==> config.mk <==
export PLATFORM = sky130hd
export DESIGN_NAME = mem_bus_unit
export DESIGN_NICKNAME = d
export VERILOG_FILES = /design/src/rtl/mips_pkg.sv /design/src/rtl/mem_bus_unit_timeout.sv /design/src/rtl/mem_bus_unit.sv
export SDC_FILE = /design/constraint.sdc
export NUM_CORES = 1
export LEC_CHECK = 0
export CORE_AREA = 2 2 109 111
export DETAILED_ROUTE_END_ITERATION = 16
export DIE_AREA = 0 0 111 113
export PLACE_DENSITY = 0.87
export SYNTH_ARGS = -nofsm -noshare
export SYNTH_HDL_FRONTEND = slang
export SYNTH_SLANG_ARGS = --single-unit
==> constraint.sdc <==
create_clock -name clk -period 2.5 [get_ports clk]
set_input_delay 0.5 -clock clk [delete_from_list [all_inputs] [get_ports clk]]
set_output_delay 0.5 -clock clk [all_outputs]
set_load 0.01 [all_outputs]
Fig. 1: run 1, clock distribution
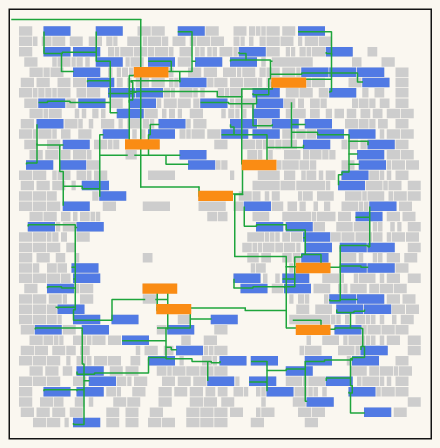
legend:
  orange:
    item: cells driving clock nets
    count: 9
  blue:
    item: flip-flops
    count: 109
  green:
    item: clock wires
    length: 1,240 um
routed clock nets: 10
clock tree skew after final layout: 8.89 ps
power consumed by the clock network: 1540 uW
insertion delay of the later-clocked pin in the worst-skew pair: 350 ps
clock network power share: 35.9%

Fig. 2: run 1, pin placement
Pins as bars across the die edge, other pins in grey.
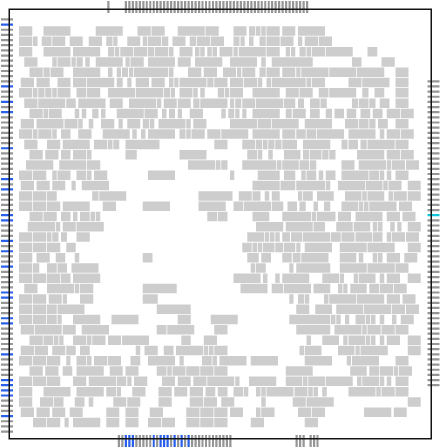
legend:
  cyan:
    port: mem_read
    pins: 1
    direction: input
    edge: right
  blue:
    port: pc
    pins: 32
    direction: input
    edge: 22 left, 10 bottom
all pins by edge: 81 left, 60 right, 54 top, 39 bottom
Die Ht: 113 um
horizontal die dimension: 111 um
count of port buffers added during placement: 233

Fig. 3: run 1, congestion heat map
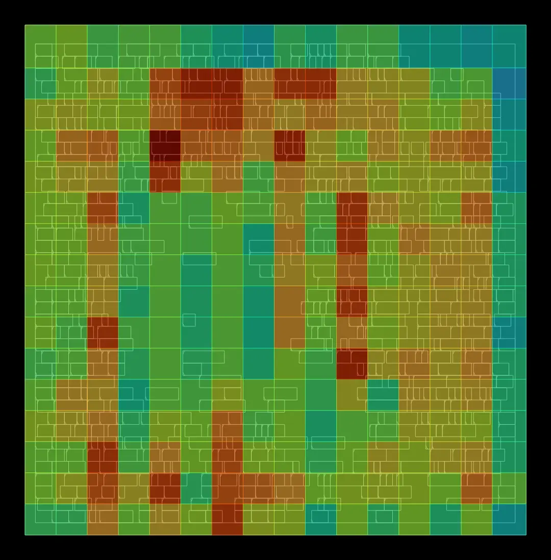
busiest metal layer after global routing: met2
total global routing track utilization: 21.2%
met3 Use GR: 7.45%
post-detailed-route wirelength per cell: 15.5 um

==> impl_metrics.ini, run 1 <==
; implementation run metrics
[run_status]
outcome = completed

[power]
p_int_uw = 3230
vdd_drop_max_mv = 0.347
power.switching_uw = 1040
power_frac_seq_pct = 44.5
finalPower_uw = 4270

[global_routing]
met2_layer_usage_reported_by_global_route_pct = 38.8
first_global_vias = 4539

[timing]
timing.final.crit_period_ps = 2370
hold_slack_ps = 441
timing.final.setup_violations = 0
post_route_setup_slack_ps = 130
setup_tns_ps = 0

[logic_synthesis]
floorplan.nets = 639
synthSimpleGateAreaFrac_pct = 19.3
synth.top_cells.by_count = sky130_fd_sc_hd__dfxtp_1, sky130_fd_sc_hd__nor2_1, sky130_fd_sc_hd__nand2_1
top_cells_by_area = sky130_fd_sc_hd__dfxtp_1, sky130_fd_sc_hd__nor2_1, sky130_fd_sc_hd__mux2i_1, sky130_fd_sc_hd__a211oi_1, sky130_fd_sc_hd__nand2_1
ys_ff = 109
synth_cells = 501
yosys_cells = 501
ys_chip_area_um2 = 4490
synthMuxAreaShare_pct = 6.69
ys_top_logic_family = simple AND/OR/NAND/NOR gates

[finish]
post_route_cells_drive_above_1_share_pct = 8.67
finalNetCount = 860
layout.cell_area.non_filler_um2 = 7330
layout.cells.non_filler = 870
flow.area_growth_from_synthesis_pct = 63.4
num_antenna_cells = 0
total_area_of_multi_input_combinational_cells_um2 = 2100

[worst_setup_path]
critical_path.top_delay_family = AND-OR/OR-AND gates
path_cells = clkdlybuf4s50_1, inv_1, ha_1, or3b_1, nor3_2, a22oi_4, a211oi_1
worst_setup_path_end_kind = flop
critical-path-slowest-cell = sky130_fd_sc_hd__a22oi_4
worstPathRequired_ps = 2680
cpPeakStageDelay_ps = 720

[placement]
dpl_cell_area_um2 = 7000
place_ws_ps = -165

[drt]
drc = 0
routed-wl-met2_um = 6740
drt_iter0_drc = 197
vias = 4382
routed.top_layer = met4

[die]
floorplan.core_util_pct = 39.8

[flow_run]
stage_log_warnings = 28

[clock_network]
cts_num_sinks = 109
cts_inserted_buffers = 9
[run 1: worst reg2reg max path, cell delays in order, from the launching register on]
cell and delay (ps):
sky130_fd_sc_hd__dfxtp_1 440, sky130_fd_sc_hd__or4b_4 510, sky130_fd_sc_hd__nor4_4 400, sky130_fd_sc_hd__a22oi_4 310, sky130_fd_sc_hd__a211oi_1 330
[run 1: timing repair]
item	4_1_cts	5_1_grt
gates resized	0	1
setup endpoints to repair	0	1
hold endpoints to repair	0	0
buffers inserted	0	0
[run 1: cell type report]
type	instances	share of cell area (%)
timing repair buffer	250	34.2
sequential	109	29.8
multi-input combinational	343	28.7
clock buffer	10	3.12
tap	143	2.44
clock inverter	6	1.31
inverter	9	0.461
## Run 2: what changed since run 1
Settings changed: CORE_AREA 2 2 109 111 to 2 2 143 145, DIE_AREA 0 0 111 113 to 0 0 145 147, PLACE_DENSITY 0.87 to 0.58.
==> impl_metrics.ini, run 2 <==
; implementation run metrics
[clock_network]
cts_inserted_buffers = 9
insertion_delay_of_the_later_clocked_pin_in_the_worst_skew_pair_ps = 350
postCtsResizedCells = 1
cts.repair_timing.setup_buffer_count = 0
cts_num_sinks = 109

[logic_synthesis]
synth_cells = 501
top_area_share_pct = 48.6
synthMuxAreaShare_pct = 6.69
ys_top_logic_family = simple AND/OR/NAND/NOR gates
floorplan.nets = 639
ys_ff = 109
top_cells_by_area = sky130_fd_sc_hd__dfxtp_1, sky130_fd_sc_hd__nor2_1, sky130_fd_sc_hd__mux2i_1, sky130_fd_sc_hd__a211oi_1, sky130_fd_sc_hd__nand2_1
yosys_cells = 501
synthSimpleGateAreaFrac_pct = 19.3
synthesis.area_um2 = 4490

[finish]
post_route_cells_drive_above_1_share_pct = 9.04
flow.area_growth_from_synthesis_pct = 67.1
finalNetCount = 863
num_antenna_cells = 0

[global_routing]
busiest_metal_layer_after_global_routing = met2
grt_start_max_net_pins = 43
first_global_vias = 3991
met2_layer_usage_reported_by_global_route_pct = 19.5

[run_status]
outcome = completed

[drt]
routed.top_layer = met4
drt_iter0_drc = 170
routed-wl-met2_um = 6050
drc = 0

[power]
p_int_uw = 3120
power.switching_uw = 1050
finalPower_uw = 4170
clock_power_share_pct = 34.4
vdd_drop_max_mv = 0.297
clk-power_uw = 1430

[placement]
place_ws_ps = -96.2
dp_hpwl_um = 9910
placement.io_buffers = 233
place_congestion = 0.736

[worst_setup_path]
critical-path-slowest-cell = sky130_fd_sc_hd__clkdlybuf4s50_1
cpPeakStageDelay_ps = 490
path_cells = clkdlybuf4s50_1, inv_1, ha_1, or3b_1, o21ba_4, buf_12, nor2_1, a211oi_1
worstPathRequired_ps = 2760

[timing]
timing.final.setup_violations = 0
timing.final.crit_period_ps = 2240
final.setup_skew_ps = 7.28
hold_slack_ps = 427

[die]
floorplan.core_util_pct = 22.6
die_height_um = 147
die_width_um = 145

[flow_run]
stage_log_warnings = 28
run 2: kinds of logic after synthesis:
family                     after synthesis
DFF                                    109
adders and majority gates                4
and+or+nand+nor                        195
muxes                                   30
AOI/OAI and AO/OA                      107
buffers and inverters                   49
xor gates and xnor gates                 7
run 2: through the flow:
step	area, um2	instances	setup TNS (ps)
floorplan	4490	501	0
global placement	7210	984	-2220
detailed placement	7210	984	-5190
CTS	7500	1000	0
global route	7500	1000	0
finish	7500	1000	0
run 2: cell type report:
class | count | area (um2)
Fill cell | 2061 | 12300
Timing Repair Buffer | 253 | 2550
Sequential cell | 109 | 2180
Multi-Input combinational cell | 343 | 2100
Tap cell | 270 | 338
Clock buffer | 10 | 229
Clock inverter | 6 | 61.3
Inverter | 9 | 33.8
Fig. 4: run 2, metal layers overlaid
Two of the layers only.
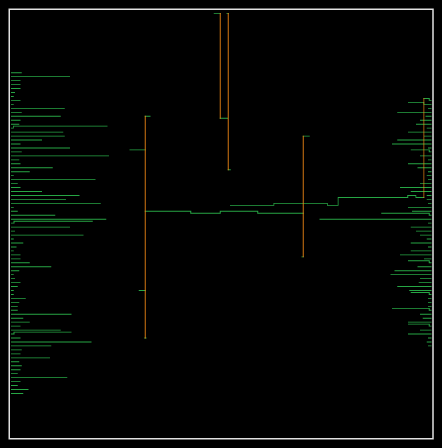
legend:
  orange:
    layer: met4
    wire_length: 241 um
  green:
    layer: met3
    wire_length: 1,230 um
total global routing track utilization: 12.6%
detailed-route via count: 4,216
post-detailed-route wirelength per cell: 13.6 um
drt total wl: 13,600 um

Fig. 5: run 2, congestion heat map
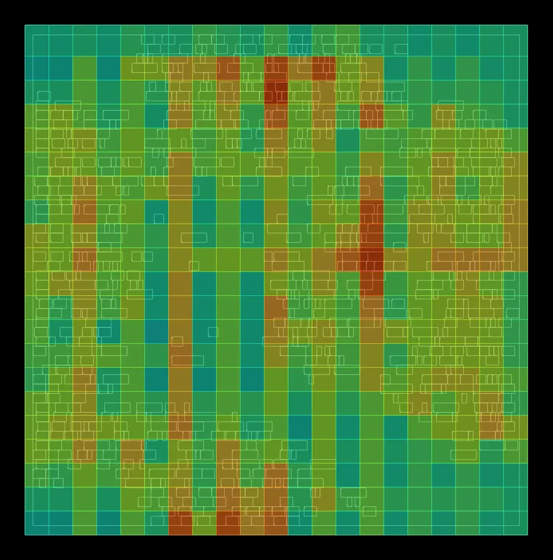
final core utilization: 37.8%
met1 usage in global routing: 16.0%
met3 Use GR: 4.81%

Power figures rest on the tool's default switching activity, not on a simulated workload.
